--- config.mk ---
export PLATFORM = sky130hd
export DESIGN_NAME = uart_ctrl_fifo
export DESIGN_NICKNAME = d
export VERILOG_FILES = /design/src/rtl/uart_ctrl_fifo.sv
export SDC_FILE = /design/constraint.sdc
export NUM_CORES = 1
export LEC_CHECK = 0
export CORE_UTILIZATION = 25
export DETAILED_ROUTE_END_ITERATION = 12
export SLEW_MARGIN = 30
export SYNTH_ARGS = -nofsm -noshare
export SYNTH_HDL_FRONTEND = slang
export SYNTH_SLANG_ARGS = --single-unit
--- constraint.sdc ---
create_clock -name hb_clk -period 8.5 [get_ports hb_clk]
set_input_delay 1.275 -clock hb_clk [delete_from_list [all_inputs] [get_ports hb_clk]]
set_output_delay 1.275 -clock hb_clk [all_outputs]
set_load 0.01 [all_outputs]
--- src/rtl/uart_ctrl_fifo.sv ---
// uart_ctrl_fifo: XT_BUS UART peripheral with TX/RX FIFOs in a single clock domain.
//   hb_clk / hb_rst : bus clock and synchronous active-high reset
//   xt_hb / sel     : bus request (raddr, waddr, wdata) and slave select (ren, wen)
//   rdata           : registered read data, holds between reads
//   rx_irq / tx_irq : registered level interrupts (RX data available, TX drained)
//   uart_rx         : asynchronous serial input
//   uart_tx         : serial output, idles high
// Registers (addr[4:0]): 0x10 BAUD_DIV, 0x14 CTRL, 0x18 STATUS, 0x1C DATA.
package xt_bus_pkg;
    typedef struct packed {
        logic [31:0] raddr;
        logic [31:0] waddr;
        logic [31:0] wdata;
    } hb_slave_t;

    typedef struct packed {
        logic ren;
        logic wen;
    } sel_t;
endpackage

module uart_ctrl_fifo
    import xt_bus_pkg::*;
#(
    parameter int OVER_SAMPLING = 16,
    parameter int DATA_BITS     = 8,
    parameter int RX_DEPTH      = 8,
    parameter int TX_DEPTH      = 8,
    parameter int DIV_WIDTH     = 16,
    parameter int DEFAULT_DIV   = 0
) (
    input  logic        hb_clk,
    input  logic        hb_rst,
    input  hb_slave_t   xt_hb,
    input  sel_t        sel,
    output logic [31:0] rdata,
    output logic        rx_irq,
    output logic        tx_irq,
    input  logic        uart_rx,
    output logic        uart_tx
);
    localparam int RX_AW = $clog2(RX_DEPTH);
    localparam int TX_AW = $clog2(TX_DEPTH);
    localparam int RX_CW = $clog2(RX_DEPTH + 1);
    localparam int TX_CW = $clog2(TX_DEPTH + 1);
    localparam int OS_W  = $clog2(OVER_SAMPLING);

    localparam logic [OS_W-1:0] BIT_LAST = OS_W'(OVER_SAMPLING - 1);
    localparam logic [OS_W-1:0] MID_1    = OS_W'(OVER_SAMPLING / 2 - 1);
    localparam logic [OS_W-1:0] MID_2    = OS_W'(OVER_SAMPLING / 2);
    localparam logic [OS_W-1:0] MID_3    = OS_W'(OVER_SAMPLING / 2 + 1);
    localparam logic [2:0]      IDX_LAST = 3'(DATA_BITS - 1);

    localparam logic [4:0] A_BAUD = 5'h10;
    localparam logic [4:0] A_CTRL = 5'h14;
    localparam logic [4:0] A_STAT = 5'h18;
    localparam logic [4:0] A_DATA = 5'h1C;

    localparam logic [2:0] S_IDLE   = 3'd0;
    localparam logic [2:0] S_START  = 3'd1;
    localparam logic [2:0] S_DATA   = 3'd2;
    localparam logic [2:0] S_PARITY = 3'd3;
    localparam logic [2:0] S_STOP   = 3'd4;

    // Only the low address bits and the low data bits are decoded.
    logic unused_bus_bits;
    assign unused_bus_bits = ^{xt_hb.raddr, xt_hb.waddr, xt_hb.wdata};

    logic wr_baud, wr_ctrl, wr_stat, wr_data, rd_data;
    assign wr_baud = sel.wen && (xt_hb.waddr[4:0] == A_BAUD);
    assign wr_ctrl = sel.wen && (xt_hb.waddr[4:0] == A_CTRL);
    assign wr_stat = sel.wen && (xt_hb.waddr[4:0] == A_STAT);
    assign wr_data = sel.wen && (xt_hb.waddr[4:0] == A_DATA);
    assign rd_data = sel.ren && (xt_hb.raddr[4:0] == A_DATA);

    logic [DIV_WIDTH-1:0] baud_div_reg, div_active_reg, div_cnt_reg;
    logic [4:0]           ctrl_reg;
    logic                 tick;
    logic [2:0]           tx_state_reg, rx_state_reg;

    // Divisor used by the tick counter only follows BAUD_DIV while no frame is in
    // flight, so a frame keeps a constant bit time.
    assign tick = (div_cnt_reg >= div_active_reg);

    always_ff @(posedge hb_clk) begin
        if (hb_rst) begin
            baud_div_reg   <= DIV_WIDTH'(DEFAULT_DIV);
            div_active_reg <= DIV_WIDTH'(DEFAULT_DIV);
            div_cnt_reg    <= '0;
            ctrl_reg       <= '0;
        end else begin
            if (wr_baud) baud_div_reg <= xt_hb.wdata[DIV_WIDTH-1:0];
            if (wr_ctrl) ctrl_reg <= xt_hb.wdata[4:0];
            if (tx_state_reg == S_IDLE && rx_state_reg == S_IDLE)
                div_active_reg <= baud_div_reg;
            if (wr_baud || tick) div_cnt_reg <= '0;
            else                 div_cnt_reg <= div_cnt_reg + 1'b1;
        end
    end

    // ---------------- TX FIFO ----------------
    logic [DATA_BITS-1:0] tx_mem [TX_DEPTH];
    logic [TX_AW-1:0]     tx_wr_ptr_reg, tx_rd_ptr_reg;
    logic [TX_CW-1:0]     tx_count_reg;
    logic                 tx_full, tx_empty, tx_push, tx_pop;
    logic [DATA_BITS-1:0] tx_head;

    assign tx_full  = (tx_count_reg == TX_CW'(TX_DEPTH));
    assign tx_empty = (tx_count_reg == '0);
    assign tx_push  = wr_data && (!tx_full || tx_pop);
    assign tx_head  = tx_mem[tx_rd_ptr_reg];

    always_ff @(posedge hb_clk) begin
        if (tx_push) tx_mem[tx_wr_ptr_reg] <= xt_hb.wdata[DATA_BITS-1:0];
    end

    always_ff @(posedge hb_clk) begin
        if (hb_rst) begin
            tx_wr_ptr_reg <= '0;
            tx_rd_ptr_reg <= '0;
            tx_count_reg  <= '0;
        end else begin
            if (tx_push) tx_wr_ptr_reg <= tx_wr_ptr_reg + 1'b1;
            if (tx_pop)  tx_rd_ptr_reg <= tx_rd_ptr_reg + 1'b1;
            if (tx_push && !tx_pop)      tx_count_reg <= tx_count_reg + 1'b1;
            else if (!tx_push && tx_pop) tx_count_reg <= tx_count_reg - 1'b1;
        end
    end

    // ---------------- TX FSM ----------------
    logic [OS_W-1:0]      tx_tick_cnt_reg;
    logic [2:0]           tx_idx_reg;
    logic [DATA_BITS-1:0] tx_shift_reg;
    logic                 tx_par_reg, tx_par_en_reg, tx_stop2_reg, tx_stop_cnt_reg, tx_line_reg;
    logic                 tx_bit_end, tx_idle;

    assign tx_bit_end = tick && (tx_tick_cnt_reg == BIT_LAST);
    assign tx_idle    = (tx_state_reg == S_IDLE) && tx_empty;
    // A new frame starts from IDLE on any tick, or straight out of the final stop bit.
    assign tx_pop = tick && !tx_empty &&
                    ((tx_state_reg == S_IDLE) ||
                     (tx_state_reg == S_STOP && tx_bit_end && (!tx_stop2_reg || tx_stop_cnt_reg)));
    assign uart_tx = tx_line_reg;

    always_ff @(posedge hb_clk) begin
        if (hb_rst) begin
            tx_state_reg    <= S_IDLE;
            tx_tick_cnt_reg <= '0;
            tx_idx_reg      <= '0;
            tx_shift_reg    <= '0;
            tx_par_reg      <= 1'b0;
            tx_par_en_reg   <= 1'b0;
            tx_stop2_reg    <= 1'b0;
            tx_stop_cnt_reg <= 1'b0;
            tx_line_reg     <= 1'b1;
        end else begin
            if (tx_state_reg != S_IDLE && tick)
                tx_tick_cnt_reg <= tx_bit_end ? '0 : tx_tick_cnt_reg + 1'b1;
            if (tx_pop) begin
                tx_state_reg    <= S_START;
                tx_line_reg     <= 1'b0;
                tx_shift_reg    <= tx_head;
                tx_par_reg      <= (^tx_head) ^ ctrl_reg[1];
                tx_par_en_reg   <= ctrl_reg[0];
                tx_stop2_reg    <= ctrl_reg[2];
                tx_stop_cnt_reg <= 1'b0;
                tx_tick_cnt_reg <= '0;
            end else if (tx_bit_end) begin
                case (tx_state_reg)
                    S_START: begin
                        tx_state_reg <= S_DATA;
                        tx_line_reg  <= tx_shift_reg[0];
                        tx_idx_reg   <= '0;
                    end
                    S_DATA: begin
                        if (tx_idx_reg == IDX_LAST) begin
                            tx_state_reg <= tx_par_en_reg ? S_PARITY : S_STOP;
                            tx_line_reg  <= tx_par_en_reg ? tx_par_reg : 1'b1;
                        end else begin
                            tx_idx_reg   <= tx_idx_reg + 1'b1;
                            tx_shift_reg <= tx_shift_reg >> 1;
                            tx_line_reg  <= tx_shift_reg[1];
                        end
                    end
                    S_PARITY: begin
                        tx_state_reg <= S_STOP;
                        tx_line_reg  <= 1'b1;
                    end
                    S_STOP: begin
                        if (tx_stop2_reg && !tx_stop_cnt_reg) tx_stop_cnt_reg <= 1'b1;
                        else                                   tx_state_reg    <= S_IDLE;
                    end
                    default: tx_state_reg <= S_IDLE;
                endcase
            end
        end
    end

    // ---------------- RX FSM ----------------
    logic                 rx_s1_reg, rx_s2_reg, rx_prev_reg;
    logic [OS_W-1:0]      rx_tick_cnt_reg;
    logic [2:0]           rx_idx_reg;
    logic [DATA_BITS-1:0] rx_shift_reg;
    logic [1:0]           rx_ones_reg, rx_ones_total;
    logic                 rx_par_en_reg, rx_par_odd_reg;
    logic                 rx_fall, rx_mid3, rx_bit_end, rx_vote, rx_done;

    assign rx_fall       = rx_prev_reg && !rx_s2_reg;
    assign rx_mid3       = tick && (rx_tick_cnt_reg == MID_3);
    assign rx_bit_end    = tick && (rx_tick_cnt_reg == BIT_LAST);
    // Majority of three: two samples accumulated, the third is the live one.
    assign rx_ones_total = rx_ones_reg + {1'b0, rx_s2_reg};
    assign rx_vote       = rx_ones_total[1];
    assign rx_done       = (rx_state_reg == S_STOP) && rx_mid3;

    always_ff @(posedge hb_clk) begin
        if (hb_rst) begin
            rx_s1_reg       <= 1'b1;
            rx_s2_reg       <= 1'b1;
            rx_prev_reg     <= 1'b1;
            rx_state_reg    <= S_IDLE;
            rx_tick_cnt_reg <= '0;
            rx_idx_reg      <= '0;
            rx_shift_reg    <= '0;
            rx_ones_reg     <= '0;
            rx_par_en_reg   <= 1'b0;
            rx_par_odd_reg  <= 1'b0;
        end else begin
            rx_s1_reg   <= uart_rx;
            rx_s2_reg   <= rx_s1_reg;
            rx_prev_reg <= rx_s2_reg;
            if (rx_state_reg != S_IDLE && tick) begin
                rx_tick_cnt_reg <= rx_bit_end ? '0 : rx_tick_cnt_reg + 1'b1;
                if (rx_tick_cnt_reg == MID_1) rx_ones_reg <= {1'b0, rx_s2_reg};
                if (rx_tick_cnt_reg == MID_2) rx_ones_reg <= rx_ones_total;
            end
            case (rx_state_reg)
                S_IDLE: if (rx_fall) begin
                    rx_state_reg    <= S_START;
                    rx_tick_cnt_reg <= '0;
                    rx_par_en_reg   <= ctrl_reg[0];
                    rx_par_odd_reg  <= ctrl_reg[1];
                end
                S_START: begin
                    if (rx_mid3 && rx_vote) rx_state_reg <= S_IDLE;
                    else if (rx_bit_end) begin
                        rx_state_reg <= S_DATA;
                        rx_idx_reg   <= '0;
                    end
                end
                S_DATA: begin
                    if (rx_mid3) rx_shift_reg <= {rx_vote, rx_shift_reg[DATA_BITS-1:1]};
                    if (rx_bit_end) begin
                        if (rx_idx_reg == IDX_LAST) rx_state_reg <= rx_par_en_reg ? S_PARITY : S_STOP;
                        else                        rx_idx_reg   <= rx_idx_reg + 1'b1;
                    end
                end
                S_PARITY: if (rx_bit_end) rx_state_reg <= S_STOP;
                // Return to IDLE mid-stop so a back-to-back start edge is not missed.
                S_STOP:   if (rx_mid3) rx_state_reg <= S_IDLE;
                default:  rx_state_reg <= S_IDLE;
            endcase
        end
    end

    // ---------------- RX FIFO ----------------
    logic [DATA_BITS-1:0] rx_mem [RX_DEPTH];
    logic [RX_AW-1:0]     rx_wr_ptr_reg, rx_rd_ptr_reg;
    logic [RX_CW-1:0]     rx_count_reg;
    logic                 rx_full, rx_empty, rx_push, rx_pop;

    assign rx_full  = (rx_count_reg == RX_CW'(RX_DEPTH));
    assign rx_empty = (rx_count_reg == '0);
    assign rx_pop   = rd_data && !rx_empty;
    assign rx_push  = rx_done && (!rx_full || rx_pop);

    always_ff @(posedge hb_clk) begin
        if (rx_push) rx_mem[rx_wr_ptr_reg] <= rx_shift_reg;
    end

    always_ff @(posedge hb_clk) begin
        if (hb_rst) begin
            rx_wr_ptr_reg <= '0;
            rx_rd_ptr_reg <= '0;
            rx_count_reg  <= '0;
        end else begin
            if (rx_push) rx_wr_ptr_reg <= rx_wr_ptr_reg + 1'b1;
            if (rx_pop)  rx_rd_ptr_reg <= rx_rd_ptr_reg + 1'b1;
            if (rx_push && !rx_pop)      rx_count_reg <= rx_count_reg + 1'b1;
            else if (!rx_push && rx_pop) rx_count_reg <= rx_count_reg - 1'b1;
        end
    end

    // ---------------- Error flags, interrupts, read data ----------------
    logic overrun_reg, par_err_reg, frame_err_reg;
    logic overrun_set, par_err_set, frame_err_set;
    logic [31:0] status_word;

    assign overrun_set   = rx_done && rx_full && !rx_pop;
    assign par_err_set   = (rx_state_reg == S_PARITY) && rx_mid3 &&
                           (rx_vote != ((^rx_shift_reg) ^ rx_par_odd_reg));
    assign frame_err_set = rx_done && !rx_vote;
    assign status_word   = {16'd0, 8'(rx_count_reg), 1'b0, frame_err_reg, par_err_reg,
                            overrun_reg, rx_full, rx_empty, tx_full, tx_idle};

    always_ff @(posedge hb_clk) begin
        if (hb_rst) begin
            overrun_reg   <= 1'b0;
            par_err_reg   <= 1'b0;
            frame_err_reg <= 1'b0;
            rx_irq        <= 1'b0;
            tx_irq        <= 1'b0;
            rdata         <= '0;
        end else begin
            // A same-cycle set wins over write-1-to-clear.
            overrun_reg   <= overrun_set   | (overrun_reg   & ~(wr_stat & xt_hb.wdata[4]));
            par_err_reg   <= par_err_set   | (par_err_reg   & ~(wr_stat & xt_hb.wdata[5]));
            frame_err_reg <= frame_err_set | (frame_err_reg & ~(wr_stat & xt_hb.wdata[6]));
            rx_irq        <= ctrl_reg[3] & !rx_empty;
            tx_irq        <= ctrl_reg[4] & tx_idle;
            if (sel.ren) begin
                case (xt_hb.raddr[4:0])
                    A_BAUD:  rdata <= 32'(baud_div_reg);
                    A_CTRL:  rdata <= 32'(ctrl_reg);
                    A_STAT:  rdata <= status_word;
                    A_DATA:  rdata <= rx_empty ? 32'd0 : 32'(rx_mem[rx_rd_ptr_reg]);
                    default: rdata <= 32'd0;
                endcase
            end
        end
    end
endmodule

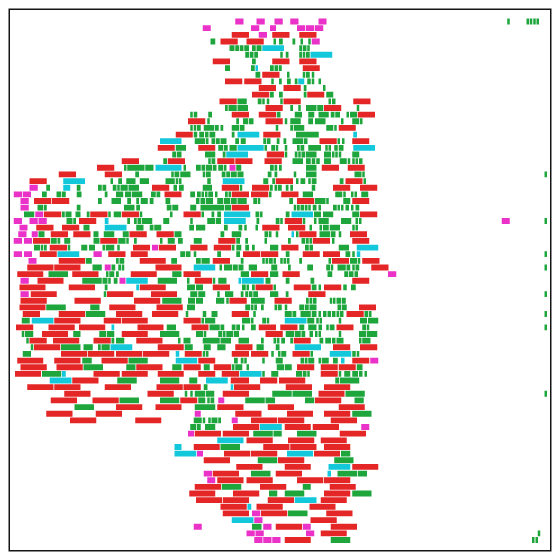
(images/cell_classes.png)
- red: flip-flops (cells 276)
- magenta: other buffers and delay cells (cells 59)
- green: all other logic (cells 716)
- cyan: clock drivers and dummy loads (cells 52)

==> changes_impl.md <==
### Implementation results

- Status: complete, no violations
- Iteration tally of the first detailed-router pass: 5
- GR peak layer: met2
- Metal-1 WL: 12.0 mm
- Init Core Util: 25.5%
- Clock tree buffer depth: 3
- Worst-Margin Slew: 0.977 ns
- DIE AREA: 48,800 um2
- Crit-path most repeated cell: ha_1
- Slew Limit Fails: 0
- Cts bufs inserted: 28
- OpenROAD warnings: 98
- Most frequent cells in the layout: dfxtp_1, edfxtp_1, nand2_1
- Clock transition at the registers of the reported paths: 0.06 ns
- Basic Gates by Area: 13.3%
- Post-DP HPWL: 17.8 mm
- Largest cells by area after synthesis: edfxtp_1, dfxtp_1, mux4_2
- Top Ports: 136
- Post-Synth Adder-Cell Area: 4.09%
- Final period util: 52.0%
- Arrival time at the worst endpoint: 4.89 ns
- Post-CTS Setup Bufs: 0
- Post-synth top cells: dfxtp_1, edfxtp_1, nand2_1
- Top cell excl fill/tap: dfxtp_1
- # Cells Yosys: approximately 1,000
- Number of remaining DRC errors: 0
- Fin Clk Skew: around 0.015 ns
- Area leader share: 32.1%
- GP Congestion: between 0.7 and 0.8
- Max Used Layer: met4
- Comb pwr share: 13.1%
- Yosys Warn Count: 0
- DRT iter0 DRCs: 471
- Vias in the first global route: 7,685
- Die width: 221 um
- Net Sw Frac: 25.0%
- Late-Pin Clk Latency: 0.55 ns
- Clock sink count: 276
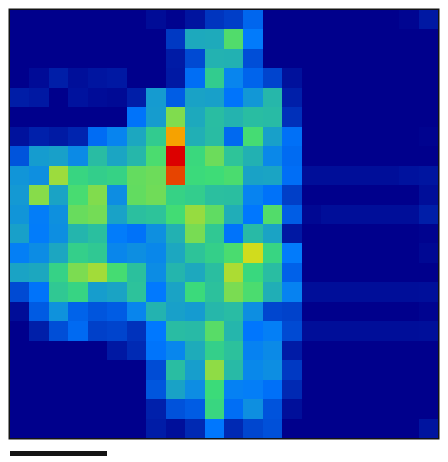
(images/wire_density.png)
The bar under the picture is 50 um long. The die is cut into 22 by 22 equal tiles; dark blue is low, red is high, scaled to the fullest tile. Values are wire area over tile area, all layers added.
- mean over tiles: 0.083
- nearly empty tiles: 41%
- densest ninth of the die: centre
- emptiest ninth of the die: upper right
- tiles over half the peak: 7.2%
total wire length: 26.1 mm
Routed WL per cell: 15.3 um

==> cell type report <==
type	count	area share, %
Sequential cell	276	48.3
Tap cell	607	5.39
Timing Repair Buffer	59	4.00
Clock buffer	33	5.26
Clock inverter	19	1.79
Inverter	34	0.906
Multi-Input combinational cell	682	34.3
==> per-stage QoR <==
| step | setup slack (ns) | util (%) | area [um2] | hold slack, ns | std cells |
|---|---|---|---|---|---|
| floorplan | 4.61 | - | 12000 | 0.389 | 1057 |
| global placement | 3.51 | 27.8 | 13100 | 0.405 | 1658 |
| detailed placement | 3.51 | 27.9 | 13100 | 0.399 | 1658 |
| CTS | 4.07 | 30.0 | 14100 | 0.419 | 1710 |
| global route | 3.78 | 30.0 | 14100 | 0.450 | 1710 |
| finish | 4.08 | 30.0 | 14100 | 0.413 | 1710 |
==> final timing paths <==
| kind | startpoint | to | slack (ns) | depth (start not counted) |
|---|---|---|---|---|
| worst min-delay path | rx_s1_reg$_SDFF_PP1_ | rx_s2_reg$_SDFF_PP1_ | 0.41 | 1 |
| worst max-delay path | div_cnt_reg[0]$_SDFF_PP0_ | tx_count_reg[3]$_SDFFE_PP0P_ | 4.08 | 16 |
| worst max register to register | div_cnt_reg[0]$_SDFF_PP0_ | tx_count_reg[3]$_SDFFE_PP0P_ | 4.08 | 16 |
| worst min register to register | rx_s1_reg$_SDFF_PP1_ | rx_s2_reg$_SDFF_PP1_ | 0.41 | 1 |
==> power by group through the flow <==
stage | clock network, W | logic (W) | registers, W
floorplan | 0 | 0.000353 | 0.00148
global placement | 0 | 0.000413 | 0.00152
detailed placement | 0 | 0.000424 | 0.00152
CTS | 0.00136 | 0.000427 | 0.00149
global route | 0.00140 | 0.000465 | 0.00150
finish | 0.00133 | 0.000423 | 0.00149
No activity file was given, so power comes from the tool's default toggle rates.
